--- config.mk ---
export PLATFORM = sky130hd
export DESIGN_NAME = seq_multiplier
export DESIGN_NICKNAME = d
export VERILOG_FILES = /design/src/rtl/mul_pkg.sv /design/src/rtl/full_adder.sv /design/src/rtl/rca_w.sv /design/src/rtl/seq_multiplier.sv
export SDC_FILE = /design/constraint.sdc
export NUM_CORES = 1
export LEC_CHECK = 0
export ABC_AREA = 1
export CORE_MARGIN = 2
export CORE_UTILIZATION = 39
export CTS_BUF_LIST = sky130_fd_sc_hd__clkbuf_16
export DETAILED_ROUTE_END_ITERATION = 8
export GPL_ROUTABILITY_DRIVEN = 0
export PLACE_DENSITY = 0.73
export SLEW_MARGIN = 20
export SYNTH_ARGS = -nofsm -noshare
export SYNTH_HDL_FRONTEND = slang
export SYNTH_SLANG_ARGS = --single-unit
--- constraint.sdc ---
create_clock -name clk -period 14.8 [get_ports clk]
set_input_delay 4.44 -clock clk [delete_from_list [all_inputs] [get_ports clk]]
set_output_delay 4.44 -clock clk [all_outputs]
set_load 0.005 [all_outputs]
--- src/rtl/mul_pkg.sv ---
// Shared types and defaults for the sequential multiplier.
// Latency: n/a (types and constants only).
// Backpressure: n/a.
package mul_pkg;

    typedef enum logic [1:0] {
        IDLE = 2'd0,
        RUN  = 2'd1,
        DONE = 2'd2
    } mul_state_t;

    localparam int MUL_WIDTH_DEFAULT = 32;

endpackage

--- src/rtl/full_adder.sv ---
// One-bit full adder cell.
// Latency: combinational.
// Backpressure: none.
module full_adder (
    input  logic a,
    input  logic b,
    input  logic cin,
    output logic sum,
    output logic cout
);

    assign sum  = a ^ b ^ cin;
    assign cout = (a & b) | (a & cin) | (b & cin);

endmodule

--- src/rtl/rca_w.sv ---
// WIDTH-bit ripple-carry adder chained from full_adder cells.
// Latency: combinational, one carry ripple across WIDTH cells.
// Backpressure: none.
module rca_w #(
    parameter int WIDTH = 32
) (
    input  logic [WIDTH-1:0] a,
    input  logic [WIDTH-1:0] b,
    input  logic             cin,
    output logic [WIDTH-1:0] sum,
    output logic             carry_out
);

    logic [WIDTH:0] carry;

    assign carry[0]  = cin;
    assign carry_out = carry[WIDTH];

    for (genvar i = 0; i < WIDTH; i++) begin : g_bit
        full_adder u_fa (
            .a    (a[i]),
            .b    (b[i]),
            .cin  (carry[i]),
            .sum  (sum[i]),
            .cout (carry[i+1])
        );
    end

endmodule

--- src/rtl/seq_multiplier.sv ---
// Unsigned shift-and-add multiplier, one ripple add per cycle.
// Latency: done WIDTH+1 cycles after the accepting cycle; next accept WIDTH+2 cycles later.
// Backpressure: start is honoured only in IDLE; requests in RUN/DONE are dropped, not queued.
module seq_multiplier
    import mul_pkg::*;
#(
    parameter int WIDTH = MUL_WIDTH_DEFAULT
) (
    input  logic               clk,
    input  logic               rst_n,
    input  logic               start,
    input  logic [WIDTH-1:0]   multiplicand,
    input  logic [WIDTH-1:0]   multiplier,
    output logic               busy,
    output logic               done,
    output logic [2*WIDTH-1:0] product
);

    localparam int CW = (WIDTH > 1) ? $clog2(WIDTH) : 1;
    localparam logic [CW-1:0] LAST = CW'(WIDTH - 1);

    mul_state_t         state;
    logic [WIDTH:0]     acc_hi;
    logic [WIDTH-1:0]   acc_lo;
    logic [WIDTH-1:0]   mcand;
    logic [CW-1:0]      count;
    logic [2*WIDTH-1:0] product_q;

    logic [WIDTH-1:0]   addend;
    logic [WIDTH-1:0]   sum;
    logic               carry;
    logic [2*WIDTH:0]   shifted;

    // acc_hi's top bit is always shifted out as zero; it only exists to hold the carry slot.
    wire unused_acc_top = acc_hi[WIDTH];

    assign addend  = acc_lo[0] ? mcand : '0;
    assign shifted = {carry, sum, acc_lo} >> 1;

    rca_w #(.WIDTH(WIDTH)) u_add (
        .a         (acc_hi[WIDTH-1:0]),
        .b         (addend),
        .cin       (1'b0),
        .sum       (sum),
        .carry_out (carry)
    );

    always_ff @(posedge clk or negedge rst_n) begin
        if (!rst_n) begin
            state     <= IDLE;
            acc_hi    <= '0;
            acc_lo    <= '0;
            mcand     <= '0;
            count     <= '0;
            product_q <= '0;
        end else begin
            case (state)
                IDLE: begin
                    if (start) begin
                        mcand  <= multiplicand;
                        acc_lo <= multiplier;
                        acc_hi <= '0;
                        count  <= '0;
                        state  <= RUN;
                    end
                end
                RUN: begin
                    acc_hi <= shifted[2*WIDTH:WIDTH];
                    acc_lo <= shifted[WIDTH-1:0];
                    if (count == LAST) begin
                        product_q <= shifted[2*WIDTH-1:0];
                        state     <= DONE;
                    end else begin
                        count <= count + 1'b1;
                    end
                end
                DONE:    state <= IDLE;
                default: state <= IDLE;
            endcase
        end
    end

    assign busy    = (state == RUN);
    assign done    = (state == DONE);
    assign product = product_q;

endmodule

**Run 1: M2 wires**

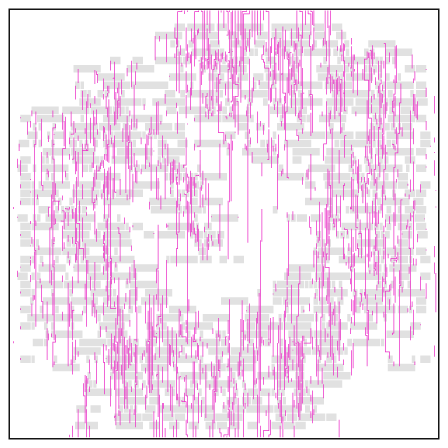
nets with wire on the layer = 774
wire length on this layer = 7280 um
longest straight run = 49.3 um
main direction = vertical
share of all routed wire = 47%

**Run 1: the metal 3 layer**

The bar under the picture is 50 um long.
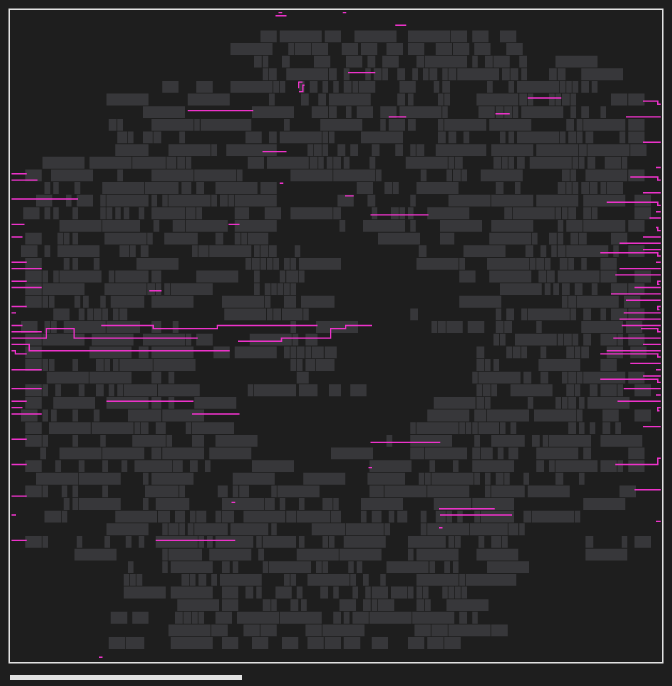
share of all routed wire = 4.3%
nets with wire on the layer = 81
main direction = horizontal

**Run 1: signal wires by layer**

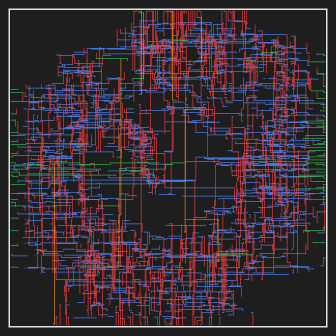
met2 -> red  # wire length 7280 um
met3 -> green  # wire length 667 um
met4 -> orange  # wire length 363 um
met1 -> blue  # wire length 7210 um
Total GRT Usage: 16.9%
vias: 5345

==> flow_metrics.env, run 1 <==
# physical design summary
export IMPL_status="finished clean"
export IMPL_swShare_pct=35.5
export IMPL_met1_length_um=7210
export IMPL_nClkBuffers=17
export IMPL_r2r_end="acc_hi[30]"
export IMPL_whs_ps=478
export IMPL_synth_area_sq_um=7250
export IMPL_grt_max_degree=130
export IMPL_endpoint="acc_hi[30]"
export IMPL_stdcell_area_sq_um=9410
export IMPL_cts_path_max_buffers=2
export IMPL_grt_overflow=0
export IMPL_area_growth_pct=29.9
export IMPL_seqPwrFrac_pct=35.9
export IMPL_numPortBuffers=132
export IMPL_hold_end="mcand[20]"
export IMPL_ys_seq_share_pct=57.7
export IMPL_core_area_sq_um=18100
export IMPL_cp_top_family="adder cells"
export IMPL_worst_endpoint_arrival_ps=14480
export IMPL_fill_cells=1630
export IMPL_syn_area_per_cell_sq_um=9.41
export IMPL_post_route_util_pct=52.0
export IMPL_hold_path_class="register to register"
export IMPL_post_drt_via_cell_ratio=4.74
export IMPL_regArea_sq_um=4180
export IMPL_whs_path_depth=2
export IMPL_power_density_nw_per_um2=213
export IMPL_drt_total_wl_um=15500
export IMPL_synth_cells=770
export IMPL_fp_util_pct=40.1
export IMPL_ys_sh_aoi_pct=9.57
export IMPL_cts_sinks=167
export IMPL_netlist_top_cells_count="nand2_1 (243), dfrtp_1 (167), o21ai_0 (96), inv_1 (75), nor2_1 (39)"
export IMPL_power_top_consumer="combinational logic"
export IMPL_simple_gate_share_pct=17.2
export IMPL_ys_chip_area_sq_um=7250
export IMPL_top_area_cell="dfrtp_1"
export IMPL_syn_nets=871
export IMPL_tap_cells=229
export IMPL_drtPass1Iterations=6
export IMPL_crit_path_frequent_cell="fa_1"
export IMPL_num_nonclk_inverters=76
export IMPL_critPathSlowestCell="fa_1"
export IMPL_fmax_mhz=70.4
export IMPL_power_frac_comb_pct=40.6
export IMPL_top_area_share_pct=57.7
export IMPL_pg_clk_uw=468
export IMPL_pre_cts_ws_ps=-29.4
export IMPL_grt_antenna_before_repair=0
export IMPL_cp_required_ps=15070
export IMPL_nets=987
export IMPL_synth_warnings=0
export IMPL_min_from="mcand[20]"
export IMPL_use_met1_pct=22.4
export IMPL_synth_flops=167
export IMPL_most_common_cell="nand2_1"
export IMPL_timing_final_ws_setup_ps=592
export IMPL_total_power_mw=2.00
export IMPL_worst_path_buf_inv=4
export IMPL_critPathLaunchType="register"
export IMPL_finalClockPeriodUsage_pct=96.0
export IMPL_p_leak_nw=4.44
export IMPL_ys_cells=770
export IMPL_post_place_cells=1096
export IMPL_largest_reg_flops=64
export IMPL_num_rows=49
export IMPL_die_h_um=140
export IMPL_critPathMaxFanout=2
export IMPL_cts_resized=1
export IMPL_die_w_um=140
**Run 1: routing congestion map**

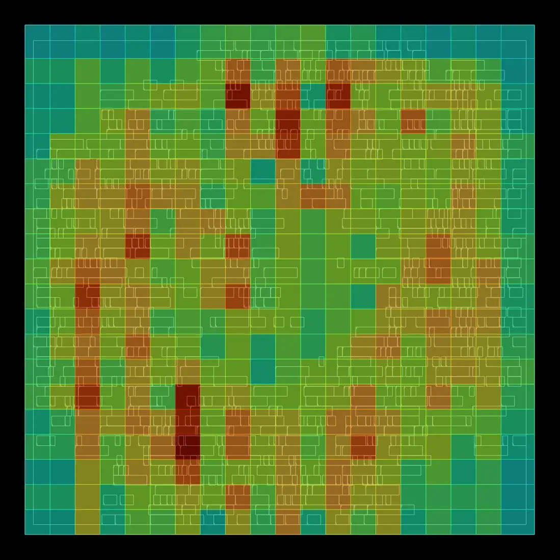

==> run 1 -> run 2 <==
Settings changed: RECOVER_POWER from default to 25.
**Run 2: routing congestion map**

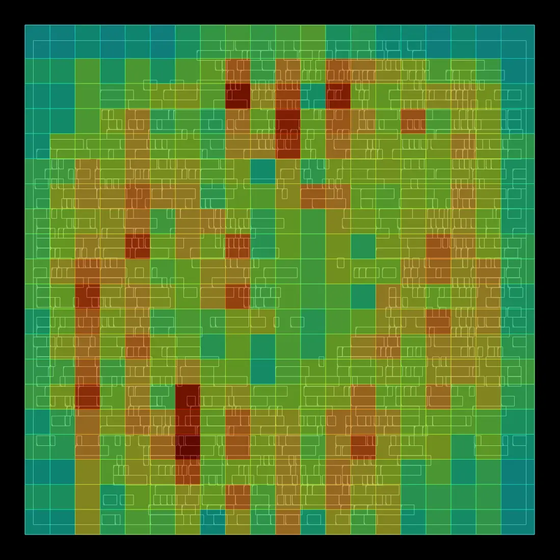
met1 GRT Util: 22.4%
grt peak-use layer: met2
WL/cell: 13.7 um
GR Util met3: 3.73%
met2 usage: 27.3%

**Run 2: clock wires, drivers and flops**

The bar under the picture is 50 um long.
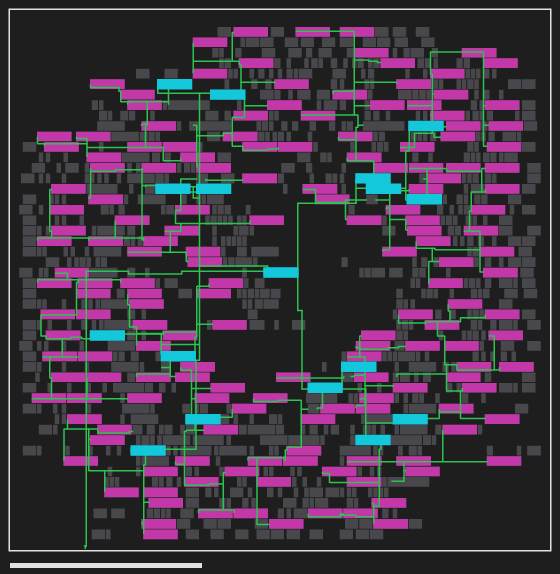
flip-flops -> magenta  # count 167
clock wires -> green  # length 2000 um
cells driving clock nets -> cyan  # count 17
routed clock nets = 18

==> run 2 against run 1 <==
  * The flow now finishes with violations (capacitance limit, slew limit)
  * Area after synthesis unchanged
  * Clock power about the same
  * Via count increased by 0.15%
  * Sequential cell count unchanged
  * Power about the same
  * Sequential power about the same
  * Synthesized cell count unchanged
  * Utilization decreased by 0.062 points
  * Maximum frequency about the same
  * Clock skew decreased by 1.1 ps
  * Highest routed layer unchanged
==> flow_metrics.env, run 2 <==
# physical design summary
export IMPL_status="complete, but fails checks"
export IMPL_violations="capacitance limit, slew limit"
export IMPL_nClkBuffers=17
export IMPL_met1_length_um=7130
export IMPL_ys_sh_aoi_pct=9.57
export IMPL_hold_path_class="register to register"
export IMPL_regArea_sq_um=4180
export IMPL_synth_area_sq_um=7250
export IMPL_post_place_cells=1096
export IMPL_seqPwrFrac_pct=35.9
export IMPL_whs_path_depth=2
export IMPL_whs_ps=478
export IMPL_min_from="mcand[20]"
export IMPL_die_area_sq_um=19700
export IMPL_logic_family="simple AND/OR/NAND/NOR gates"
export IMPL_ir_worst_vdd_mv=0.0954
export IMPL_num_nonclk_inverters=76
export IMPL_ys_seq_share_pct=57.7
export IMPL_most_common_cell="nand2_1"
export IMPL_drtIter0Drc=251
export IMPL_fmax_mhz=70.4
export IMPL_worst_path_buf_inv=4
export IMPL_pre_cts_ws_ps=-29.4
export IMPL_die_h_um=140
export IMPL_finalClockPeriodUsage_pct=96.0
export IMPL_simple_gate_share_pct=17.2
export IMPL_post_route_util_pct=52.0
export IMPL_worst_endpoint_arrival_ps=14480
export IMPL_critPathLaunchType="register"
export IMPL_synth_cells=770
export IMPL_timing_final_ws_setup_ps=592
export IMPL_num_rows=49
export IMPL_grt_max_degree=130
export IMPL_sh_seq_area_pct=44.5
export IMPL_cp_required_ps=15070
export IMPL_nets=987
export IMPL_power_frac_comb_pct=40.7
export IMPL_power_density_nw_per_um2=213
export IMPL_r2r_end="acc_hi[30]"
export IMPL_swShare_pct=35.4
export IMPL_route_detailed_drc=0
export IMPL_largest_reg_flops=64
export IMPL_drtPass1Iterations=7
export IMPL_fill_cells=1632
export IMPL_signal_buffer_area_fraction_pct=14.6
export IMPL_critPathSlowestCell="fa_1"
export IMPL_power_frac_clock_pct=23.4
export IMPL_die_w_um=140
export IMPL_hold_end="mcand[20]"
export IMPL_cp_top_family="adder cells"
export IMPL_stdcell_area_sq_um=9400
export IMPL_top_area_cell="dfrtp_1"
export IMPL_netlist_top_cells_count="nand2_1 (243), dfrtp_1 (167), o21ai_0 (96), inv_1 (75), nor2_1 (39)"
export IMPL_crit_path_max_incr_delay_ps=530
export IMPL_tap_cells=229
export IMPL_cts_path_max_buffers=2
export IMPL_clockRootBuffer="clkbuf_16"
export IMPL_crit_path_frequent_cell="fa_1"
export IMPL_top_area_share_pct=57.7
export IMPL_drv_cap=2
export IMPL_critPathMaxFanout=2
export IMPL_drt_total_wl_um=15500
export IMPL_grt_antenna_before_repair=0
export IMPL_syn_nets=871
export IMPL_post_drt_via_cell_ratio=4.75
export IMPL_power_top_consumer="combinational logic"
export IMPL_synth_flops=167
export IMPL_cts_sinks=167
export IMPL_p_leak_nw=4.43
export IMPL_grt_use_total_pct=16.9
export IMPL_ys_cells=770
export IMPL_reg2reg_slack_ps=590
export IMPL_total_power_mw=2.00
export IMPL_pg_clk_uw=469
export IMPL_ys_chip_area_sq_um=7250
export IMPL_numPortBuffers=132
export IMPL_final_max_slew_violation_count=161
export IMPL_core_area_sq_um=18100
export IMPL_area_growth_pct=29.7
==> run 2 -> run 3 <==
Settings changed: SETUP_SLACK_MARGIN from default to 0.02.
**Run 3: routing congestion map**

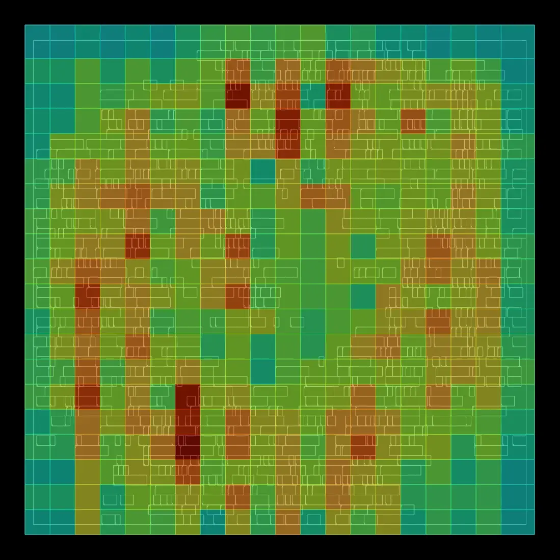
met2 usage: 27.3%
fin util: 52.0%
Total GRT Usage: 16.9%

**Run 3: the metal 3 layer**

The bar under the picture is 50 um long.
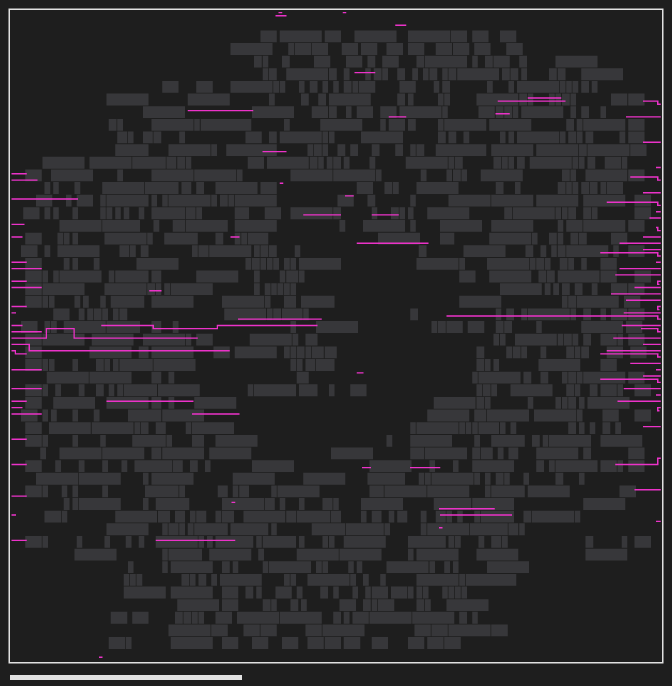
wire length on this layer = 710 um
share of all routed wire = 4.6%
vias: 5353
drt total wl: 15500 um

==> run 3 against run 2 <==
  * The flow still finishes with violations (capacitance limit, slew limit)
  * Critical endpoint unchanged
  * Die size stayed put
  * Clock-buffer cell count unchanged
  * Worst setup slack did not move
  * Final area stayed put
  * Sequential power barely moved
  * Area after synthesis did not move
==> flow_metrics.env, run 3 <==
# physical design summary
export IMPL_status="complete, but fails checks"
export IMPL_violations="capacitance limit, slew limit"
export IMPL_min_from="mcand[20]"
export IMPL_met1_length_um=7130
export IMPL_grt_max_degree=130
export IMPL_tap_cells=229
export IMPL_crit_path_frequent_cell="fa_1"
export IMPL_p_leak_nw=4.43
export IMPL_route_detailed_drc=0
export IMPL_stdcell_area_sq_um=9400
export IMPL_timing_final_ws_setup_ps=592
export IMPL_nets=987
export IMPL_grt_pass1_vias=5513
export IMPL_ys_sh_aoi_pct=9.57
export IMPL_use_met1_pct=22.4
export IMPL_hold_end="mcand[20]"
export IMPL_num_nonclk_inverters=76
export IMPL_drv_cap=2
export IMPL_whs_path_depth=2
export IMPL_pg_clk_uw=469
export IMPL_logic_family="simple AND/OR/NAND/NOR gates"
export IMPL_die_area_sq_um=19700
export IMPL_syn_nets=871
export IMPL_simple_gate_share_pct=17.2
export IMPL_worst_path_buf_inv=4
export IMPL_grt_busiest_layer="met2"
export IMPL_final_max_slew_violation_count=161
export IMPL_die_w_um=140
export IMPL_whs_ps=478
export IMPL_swShare_pct=35.4
export IMPL_ys_chip_area_sq_um=7250
export IMPL_critPathLaunchType="register"
export IMPL_seqPwrFrac_pct=35.9
export IMPL_netlist_top_cells_count="nand2_1 (243), dfrtp_1 (167), o21ai_0 (96), inv_1 (75), nor2_1 (39)"
export IMPL_top_area_share_pct=57.7
export IMPL_post_place_cells=1096
export IMPL_top_area_cell="dfrtp_1"
export IMPL_drtPass1Iterations=7
export IMPL_reg2reg_slack_ps=590
export IMPL_largest_reg_flops=64
export IMPL_cts_path_max_buffers=2
export IMPL_cts_sinks=167
export IMPL_regArea_sq_um=4180
export IMPL_wl_met3_um=709
export IMPL_crit_path_max_incr_delay_ps=530
export IMPL_worst_endpoint_arrival_ps=14480
export IMPL_ys_seq_share_pct=57.7
export IMPL_nClkBuffers=17
export IMPL_area_leaders="dfrtp_1 (58%), nand2_1 (13%), fa_1 (8.6%)"
export IMPL_critPathMaxFanout=2
export IMPL_power_frac_comb_pct=40.7
export IMPL_cp_top_family="adder cells"
export IMPL_power_frac_clock_pct=23.4
export IMPL_signal_buffer_area_fraction_pct=14.6
export IMPL_die_h_um=140
export IMPL_pre_cts_ws_ps=-29.4
export IMPL_power_top_consumer="combinational logic"
export IMPL_synth_flops=167
export IMPL_area_growth_pct=29.7
export IMPL_total_power_mw=2.00
export IMPL_finalClockPeriodUsage_pct=96.0
export IMPL_post_drt_via_cell_ratio=4.75
export IMPL_fill_cells=1632
export IMPL_clockRootBuffer="clkbuf_16"
export IMPL_drtIter0Drc=251
export IMPL_numPortBuffers=132
export IMPL_core_area_sq_um=18100
export IMPL_most_common_cell="nand2_1"
export IMPL_fmax_mhz=70.4
export IMPL_critPathSlowestCell="fa_1"
Power is estimated from default activity; no workload was simulated.
